--- src/rtl/aer_event_encoder.sv ---
// AER event encoder: turns one-hot arbiter grants into {ts, x, y, pol} words
// and buffers them in a first-word-fall-through FIFO on a valid/ready stream.
module aer_event_encoder #(
    parameter int unsigned ROWS       = 8,
    parameter int unsigned COLS       = 8,
    parameter int unsigned TS_WIDTH   = 32,
    parameter int unsigned FIFO_DEPTH = 16,
    localparam int unsigned X_W       = $clog2(ROWS),
    localparam int unsigned Y_W       = $clog2(COLS),
    localparam int unsigned DW        = TS_WIDTH + X_W + Y_W + 1,
    localparam int unsigned FILL_W    = $clog2(FIFO_DEPTH) + 1
) (
    input  logic                           clk_i,
    input  logic                           reset_i,
    input  logic                           enable_i,
    input  logic [ROWS-1:0][COLS-1:0]      gnt_i,
    input  logic                           polarity_i,
    input  logic [TS_WIDTH-1:0]            timestamp_i,
    input  logic                           clear_i,
    output logic                           m_valid_o,
    input  logic                           m_ready_i,
    output logic [DW-1:0]                  m_data_o,
    output logic [FILL_W-1:0]              fill_o,
    output logic                           overflow_o,
    output logic                           grant_err_o,
    output logic [15:0]                    drop_cnt_o
);

    localparam int unsigned AW = $clog2(FIFO_DEPTH);
    localparam int unsigned PW = AW + 1;
    localparam int unsigned N  = ROWS * COLS;

    logic [N-1:0]   w_gnt_flat;
    logic [N-1:0]   r_gnt_q;
    logic           w_any;
    logic           w_onehot;
    logic           w_multi;
    logic [X_W-1:0] w_x;
    logic [Y_W-1:0] w_y;
    logic           w_evt;
    logic           w_full;
    logic           w_empty;
    logic           w_pop;
    logic           w_push;
    logic           w_drop;
    logic           w_gerr;
    logic [DW-1:0]  w_word;

    logic [PW-1:0]  r_wr_ptr;
    logic [PW-1:0]  r_rd_ptr;
    logic [DW-1:0]  r_mem [FIFO_DEPTH];
    logic           r_overflow;
    logic           r_grant_err;
    logic [15:0]    r_drop_cnt;

    assign w_gnt_flat = gnt_i;
    assign w_any      = |w_gnt_flat;
    // Clearing the lowest set bit leaves zero only for a single set bit.
    assign w_onehot   = w_any && ((w_gnt_flat & (w_gnt_flat - N'(1))) == '0);
    assign w_multi    = w_any && !w_onehot;

    // Row/column encoder; OR-reduction is exact because only one-hot grants are used.
    always_comb begin
        w_x = '0;
        w_y = '0;
        for (int r = 0; r < ROWS; r++) begin
            for (int c = 0; c < COLS; c++) begin
                if (gnt_i[r][c]) begin
                    w_x = w_x | X_W'(r);
                    w_y = w_y | Y_W'(c);
                end
            end
        end
    end

    assign w_evt   = enable_i && w_onehot && (w_gnt_flat != r_gnt_q);
    assign w_gerr  = enable_i && w_multi;
    assign w_empty = (r_wr_ptr == r_rd_ptr);
    assign w_full  = (r_wr_ptr[AW-1:0] == r_rd_ptr[AW-1:0]) && (r_wr_ptr[AW] != r_rd_ptr[AW]);
    assign w_pop   = !w_empty && m_ready_i;
    // A pop in the same cycle frees the slot, so a push at full is still accepted.
    assign w_push  = w_evt && (!w_full || w_pop);
    assign w_drop  = w_evt && w_full && !w_pop;
    assign w_word  = {timestamp_i, w_x, w_y, polarity_i};

    // Previous-grant register for edge detection, independent of enable_i.
    always_ff @(posedge clk_i or posedge reset_i) begin
        if (reset_i) begin
            r_gnt_q <= '0;
        end else begin
            r_gnt_q <= w_gnt_flat;
        end
    end

    // FIFO storage; contents need no reset because the read side is gated by empty.
    always_ff @(posedge clk_i) begin
        if (w_push) begin
            r_mem[r_wr_ptr[AW-1:0]] <= w_word;
        end
    end

    // Read/write pointers with an extra MSB to tell full from empty.
    always_ff @(posedge clk_i or posedge reset_i) begin
        if (reset_i) begin
            r_wr_ptr <= '0;
            r_rd_ptr <= '0;
        end else begin
            if (w_push) begin
                r_wr_ptr <= r_wr_ptr + PW'(1);
            end
            if (w_pop) begin
                r_rd_ptr <= r_rd_ptr + PW'(1);
            end
        end
    end

    // Sticky error flags and saturating drop counter; a same-cycle drop beats clear.
    always_ff @(posedge clk_i or posedge reset_i) begin
        if (reset_i) begin
            r_overflow  <= 1'b0;
            r_grant_err <= 1'b0;
            r_drop_cnt  <= '0;
        end else if (clear_i) begin
            r_overflow  <= w_drop;
            r_grant_err <= w_gerr;
            r_drop_cnt  <= w_drop ? 16'd1 : 16'd0;
        end else begin
            r_overflow  <= r_overflow | w_drop;
            r_grant_err <= r_grant_err | w_gerr;
            if (w_drop && (r_drop_cnt != 16'hFFFF)) begin
                r_drop_cnt <= r_drop_cnt + 16'd1;
            end
        end
    end

    assign m_valid_o   = !w_empty;
    assign m_data_o    = w_empty ? '0 : r_mem[r_rd_ptr[AW-1:0]];
    assign fill_o      = r_wr_ptr - r_rd_ptr;
    assign overflow_o  = r_overflow;
    assign grant_err_o = r_grant_err;
    assign drop_cnt_o  = r_drop_cnt;

endmodule

--- config.mk ---
export PLATFORM = sky130hd
export DESIGN_NAME = aer_event_encoder
export DESIGN_NICKNAME = d
export VERILOG_FILES = /design/src/rtl/aer_event_encoder.sv
export SDC_FILE = /design/constraint.sdc
export NUM_CORES = 1
export LEC_CHECK = 0
export ABC_AREA = 1
export CAP_MARGIN = 20
export CORE_AREA = 2 2 193 271
export CTS_CLUSTER_DIAMETER = 150
export DETAILED_ROUTE_END_ITERATION = 8
export DIE_AREA = 0 0 195 273
export GPL_TIMING_DRIVEN = 0
export PLACE_DENSITY = 0.79
export SYNTH_ARGS = -nofsm -noshare
export SYNTH_HDL_FRONTEND = slang
export SYNTH_SLANG_ARGS = --single-unit
--- constraint.sdc ---
create_clock -name clk_i -period 4.48 [get_ports clk_i]
set_clock_uncertainty 0.1 [all_clocks]
set_input_delay 0.672 -clock clk_i [delete_from_list [all_inputs] [get_ports clk_i]]
set_output_delay 0.672 -clock clk_i [all_outputs]
set_load 0.03 [all_outputs]
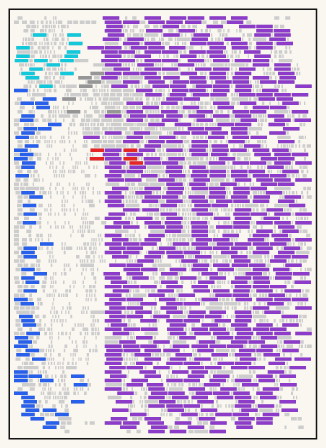
Fig. 1. Sequential cells colored by netlist name (run 1).
Other sequential cells in the stronger gray, the rest of the logic in the fainter gray.
color	netlist name	flops
blue	`r_gnt_q`	64
purple	`r_mem`	624
cyan	`drop_cnt_o`	16
red	`r_rd_ptr`	5
not colored	7

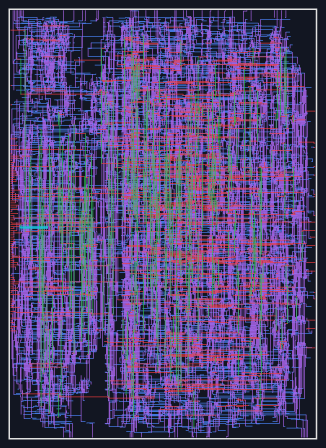
Fig. 2. Signal wires by layer (run 1).
color	layer	wire length
green	met4	8080 um
red	met3	9430 um
purple	met2	49.4 mm
blue	met1	31.6 mm
cyan	met5	16.6 um
detail-routed net length per standard cell: 27.6 um
routed via count: 23365
GRT Resource Usage Total: 36.7%
wire length reported by the detailed router: 98500 um

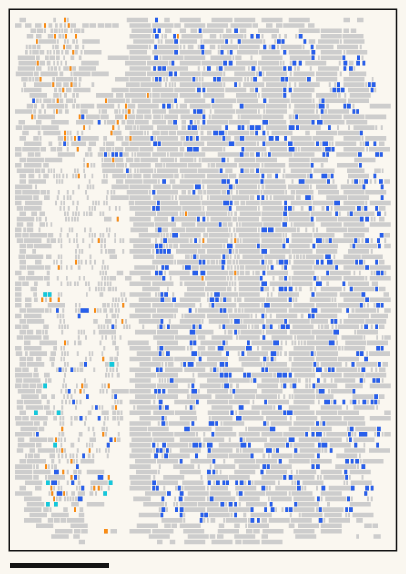
Fig. 3. Gate families picked out (run 1).
The bar under the picture is 50 um long.
color	family	cells	most used
cyan	AND and OR gates	12	or2_2
orange	inverters	77	inv_1
blue	inverting AOI/OAI gates	561	o21ai_0

==> summary.txt, run 1 <==
Notes on the flow outputs.

- The flow ran to the end, but the final reports show violations.
- The final reports fail on setup timing.
- The post-layout worst setup margin is -0.0233 ns.
- In this run the VDD rail shows a maximum IR drop of approximately 0.5 mV.
- The post-placement cell area is 33100 um^2.
- The floorplan step set the die width to 195 um.
- The sum of net half-perimeters after detailed placement is 65800 um.
- The predominant post-synthesis flop cell reads edfxtp_1.
- The critical path endpoint category reads a primary output.
- The net switching power of the design reads just over 0.008 W.
- The type of the worst setup path reads flop to primary output.
- The transition time of the tightest slew-check pin is between 0.8 and 0.9 ns.
- In this run, synthesis inferred ~620 flip-flops with an integrated enable.
- The final setup violation count reads 1.
- The skew report gives the latency at the later pin of the worst-skew pair as 0.65 ns.
- The violation count after the first detailed-route iteration reads 3083.
- The power density over cell area reads 568 nW/um^2.
- The share of async-settable or async-resettable flops after synthesis reads 12.8%.
- Once detail routing completed, the nets flagged for antenna violations numbered 0.
- The distinct cell type count of the synthesized netlist is 38.
- The path depth of the worst reg2reg path reads 10.
- The last weighted congestion value of the routability-driven placer reads 0.956.
run 1: cell type report:
class                   count  area (um^2)
diodes                      2         5.00
plain buffers             133          662
clock buffers              68         1530
clock inverters            43          410
fillers                  3476        15100
inverters                  77          293
multi-input cells        1675         8550
flip-flops and latches    716        21000
well taps                 650          813
repair buffers            213         2380
run 1: metrics by stage:
step	instances	hold slack [ns]	power, W
global placement	3409	0.383	0.0147
detailed placement	3426	0.397	0.0150
finish	3577	0.237	0.0203
CTS	3554	0.234	0.0200
floorplan	2595	0.360	0.0117
global route	3575	0.261	0.0209
run 1: metal layers:
layer | global-route usage (%) | up-vias | part of all wire (%)
met2 | 63.3 | 1704 | 50
met3 | 7.43 | 511 | 9.6
li1 | - | 9926 | -
met5 | 0 | - | 0.016
met4 | 27.1 | 2 | 8.2
met1 | 40.3 | 11222 | 32
run 1: worst paths after layout:
kind / from / slack [ns] / endpoint
worst min-delay path: reset_i / 0.24 / r_gnt_q[4]
max in group asynchronous: reset_i / 3.37 / r_rd_ptr[1]
worst min register to register: r_rd_ptr[4] / 0.43 / r_rd_ptr[4]
worst max-delay path: r_rd_ptr[0] / -0.02 / m_data_o[25]
min in group clk_i: r_rd_ptr[4] / 0.43 / r_rd_ptr[4]
worst max register to register: r_rd_ptr[1] / 0.45 / r_mem[15][18]
run 1: power groups by stage:
stage	Sequential, W	Combinational [W]	Clock (W)
2_1_floorplan	0.00746	0.00426	0
3_3_place_gp	0.00747	0.00727	0
3_5_place_dp	0.00747	0.00754	0
4_1_cts	0.00733	0.00749	0.00522
5_1_grt	0.00734	0.00803	0.00549
6_report	0.00734	0.00770	0.00524
run 1: cells in the final DEF (no fill, tap or decap), types with 30 or more instances in the layout:
| cell type | synthesis | final |
|---|---|---|
| a31oi_1 | 39 | 38 |
| clkbuf_1 | 121 | 70 |
| clkbuf_16 | 0 | 60 |
| clkbuf_2 | 0 | 32 |
| clkdlybuf4s50_1 | 0 | 125 |
| dfrtp_1 | 92 | 91 |
| edfxtp_1 | 624 | 624 |
| inv_1 | 76 | 74 |
| nand2_1 | 355 | 355 |
| nand3_1 | 57 | 57 |
| nand4_1 | 39 | 39 |
| nor2_1 | 496 | 480 |
| o21ai_0 | 338 | 338 |
| o221ai_1 | 61 | 61 |
| o22ai_1 | 95 | 95 |
| xnor2_1 | 30 | 30 |
| xor2_1 | 41 | 41 |
run 1: state kept, by name, summed over array words and instances (netlist names):
signal	flops
r_mem	624
r_gnt_q	64
drop_cnt_o	16
r_rd_ptr	5
r_wr_ptr	5
grant_err_o	1
overflow_o	1
run 1: repair_timing:
action	in CTS	in global routing
cloned	7	0
resized	150	25
hold endpoints to repair	0	0
setup buffers	10	22
pin swaps	14	6
setup endpoints to repair	403	231
run 1: cell families (layout without fill, tap and decap cells):
| kind of cell | Yosys count | count (layout) | synth area share, % |
|---|---|---|---|
| AND/OR/NAND/NOR | 1025 | 1032 | 14.2 |
| flip-flops | 716 | 716 | 69.7 |
| AND-OR/OR-AND | 561 | 561 | 10.8 |
| buffers and inverters | 211 | 534 | 2.67 |
| XOR/XNOR | 71 | 71 | 2.06 |
| adder cells (fa/ha/maj) | 11 | 11 | 0.481 |
| other | 0 | 2 | 0 |
==> run 1 -> run 2 <==
CELL_PAD_IN_SITES_DETAIL_PLACEMENT = 0   (was default)
CELL_PAD_IN_SITES_GLOBAL_PLACEMENT = 1   (was default)
CORE_AREA = 2 2 213 299   (was 2 2 193 271)
CTS_CLUSTER_SIZE = 10   (was default)
DIE_AREA = 0 0 215 301   (was 0 0 195 273)
PLACE_DENSITY = default   (was 0.79)
PLACE_DENSITY_LB_ADDON = 0.1   (was default)
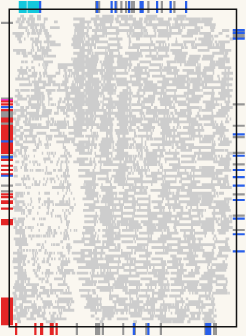
Fig. 4. Ports around the boundary (run 2).
Pins as bars across the die edge, other pins in gray.
color	port	pins	direction	edge
blue	`timestamp_i`	32	input	12 east, 10 north, 6 south, 4 west
cyan	`drop_cnt_o`	16	output	north
magenta	`grant_err_o`	1	output	west
red	`gnt_i`	64	input	57 west, 7 south
all pins by edge	75 west, 38 north, 28 south, 24 east
Die Span X: 215 um
PortBufs: 164
die height: 301 um

==> summary.txt, run 2 <==
Notes on the flow outputs.

- The flip-flop count of the largest register after layout is 624 (unchanged).
- The number of flops mapped to enable cells by yosys came to 624 (unchanged).
- The internal reg-to-reg setup slack was 0.56 ns (+0.11 ns).
- The region available for standard cell placement spans slightly above 60000 um^2.
- Each instance of the synthesized netlist takes up on average ~12 um^2.
- The flow ran to the end, but the final reports show violations.
- The violation count after the first detailed-route iteration reads 2212 (-28%).
- Leaving out fill and tap cells, the most frequent cells in the layout are edfxtp_1 (624), nor2_1 (480), nand2_1 (355), o21ai_0 (338), clkdlybuf4s50_1 (124).
- The worst-skew pair later-pin latency is 0.65 ns (about the same).
- The CTS H-tree depth reads 3.
- The fraction of the core area covered by cells at the end of the flow reads about three fifths.
- The count of warning messages emitted by the tools reads 30.
- The sum of net half-perimeters after detailed placement is 68200 um (+3.6%).
- The number of nets with antenna violations after detailed routing is 0 (unchanged).
- The part of the cycle the worst path needs reads 101%.
- The total of max-cap violations reads 0.
- The leading area contributor after synthesis reads edfxtp_1.
- The total die area is around 65000 um^2.
- Per the post-synthesis report, the nets total 2708.
- The share of async-settable or async-resettable flops after synthesis came to 12.8% (unchanged).
- The number of standard cells reported by yosys is 2595.
- The all-layer global routing usage is 30.0% (-6.7 points).
- The transition time of the tightest slew-check pin is 1.02 ns (+0.205 ns).
- The most common cell after layout, fill and taps aside is edfxtp_1.
- The commonest register cell is edfxtp_1.
- The static leakage reads 12.6 nW.
- The last weighted congestion value of the routability-driven placer is 0.889 (-7.0%).
- The final-report max-slew violation count is 0.
- The distinct cell type count of the synthesized netlist reads 38 (unchanged).
- The largest fanout of any net on the critical path reads 10.
- The pre-CTS setup check shows a worst slack of -0.801 ns.
- The post-layout worst setup margin reads -0.0652 ns (-0.0419 ns).
- The routed wire length per instance is 26.6 um (-3.4%).
- STA classifies the critical path endpoint as a primary output.
- The post-detailed-placement cell area reads 33300 um^2 (+0.55%).
- Looking at the setup timing report, the critical path kind is flop to primary output.
- The wire length reported by the detailed router reads 99600 um (+1.1%).
- The number of fill cells in the layout is 5215 (+50%).
- Compared with the post-synthesis result, the final layout area differs by 19.4%.
- The final critical-path required period is about 4.5 ns.
- By area the synthesized netlist is led by edfxtp_1 (62%), dfrtp_1 (7.6%), nor2_1 (6.2%).
- The peak ir drop on the vdd network is 0.441 mV (-11%).
- The number of antenna violations at the first check in global routing is 2.
- The commonest cells after synthesis are edfxtp_1 (624), nor2_1 (496), nand2_1 (355).
- The checks that failed: setup timing.
- The power density over cell area reads 583 nW/um^2 (+2.5%).
- The final setup violation count reads 2 (+1).
- The total vias in the final route reads 22322 (-4.5%).
==> run 2: netlist changes by cell type in the layout (fill, tap and decap cells not counted), sizes merged, moves of 5 or more <==
cell,change
clkinvlp,-12
buf,-10
bufinv,-5
clkbuf,+38
dlygate4sd2,+5
clkinv,-20
==> run 2: area by class of cell <==
class	instances	area [um^2]	share of cell area, %
well taps	825	1030	2.87
inverters	77	293	0.813
repair buffers	204	2220	6.15
flip-flops and latches	716	21000	58.4
clock buffers	107	2150	5.96
clock inverters	7	149	0.413
diodes	1	2.50	0.00695
plain buffers	133	653	1.81
multi-input cells	1672	8480	23.5
==> run 2: worst paths after layout <==
path	from	end	cells after the start
min in group clk_i	r_rd_ptr[4]	r_rd_ptr[4]	1
setup reg to reg	r_rd_ptr[1]	r_mem[15][14]	10
hold / removal	reset_i	r_wr_ptr[2]	2
max in group asynchronous	reset_i	r_gnt_q[27]	3
setup / recovery	r_rd_ptr[0]	m_data_o[35]	8
hold reg to reg	r_rd_ptr[4]	r_rd_ptr[4]	1
==> run 2: power breakdown <==
| part | total [W] | leakage (nW) | switching, W | internal, W |
|---|---|---|---|---|
| Combinational | 0.00765 | 4.52 | 0.00556 | 0.00210 |
| Sequential | 0.00735 | 7.00 | 0.0000535 | 0.00730 |
| Clock | 0.00598 | 1.11 | 0.00259 | 0.00340 |
| Total | 0.0210 | 12.6 | 0.00819 | 0.0128 |
==> run 2: cells by family (layout without fill, tap and decap cells) <==
| group | after synthesis | in the layout | synth area share, % |
|---|---|---|---|
| and+or+nand+nor | 1025 | 1029 | 14.2 |
| other | 0 | 1 | 0 |
| DFF | 716 | 716 | 69.7 |
| adders and majority gates | 11 | 11 | 0.481 |
| AOI/OAI and AO/OA | 561 | 561 | 10.8 |
| buffers and inverters | 211 | 528 | 2.67 |
| xor gates and xnor gates | 71 | 71 | 2.06 |
==> run 2: what timing repair did <==
item / 4_1_cts / 5_1_grt
endpoints found under the setup margin: 392 / 371
setup buffers: 0 / 23
cloned: 0 / 4
hold buffers: 0 / 0
pin swaps: 0 / 12
resized: 132 / 15
==> run 2: worst max-delay path, cell delays in order (launching register included) <==
cell and delay, ns:
dfrtp_1 0.41, clkbuf_2 0.31, clkbuf_4 0.38, clkbuf_1 0.59
o21ai_0 0.25, o22ai_1 0.26, nand2_1 0.10, a31oi_1 0.37
dlygate4sd2_1 0.46
==> run 2: per-layer routing <==
layer,GRT usage [%],vias to the layer above,part of all wire (%)
met4,16.5,4,5.4
met1,33.8,11029,35
met2,54.5,1092,52
li1,-,9929,-
met3,4.64,268,6.8
met5,0,-,0.025
==> run 2: metrics by stage <==
stage / hold WS [ns] / std cells / power, W
2_1_floorplan: 0.360 / 2595 / 0.0117
3_3_place_gp: 0.386 / 3584 / 0.0150
3_5_place_dp: 0.380 / 3601 / 0.0152
4_1_cts: 0.284 / 3714 / 0.0209
5_1_grt: 0.316 / 3741 / 0.0217
6_report: 0.278 / 3742 / 0.0210
No activity file was given, so power comes from the tool's default toggle rates.
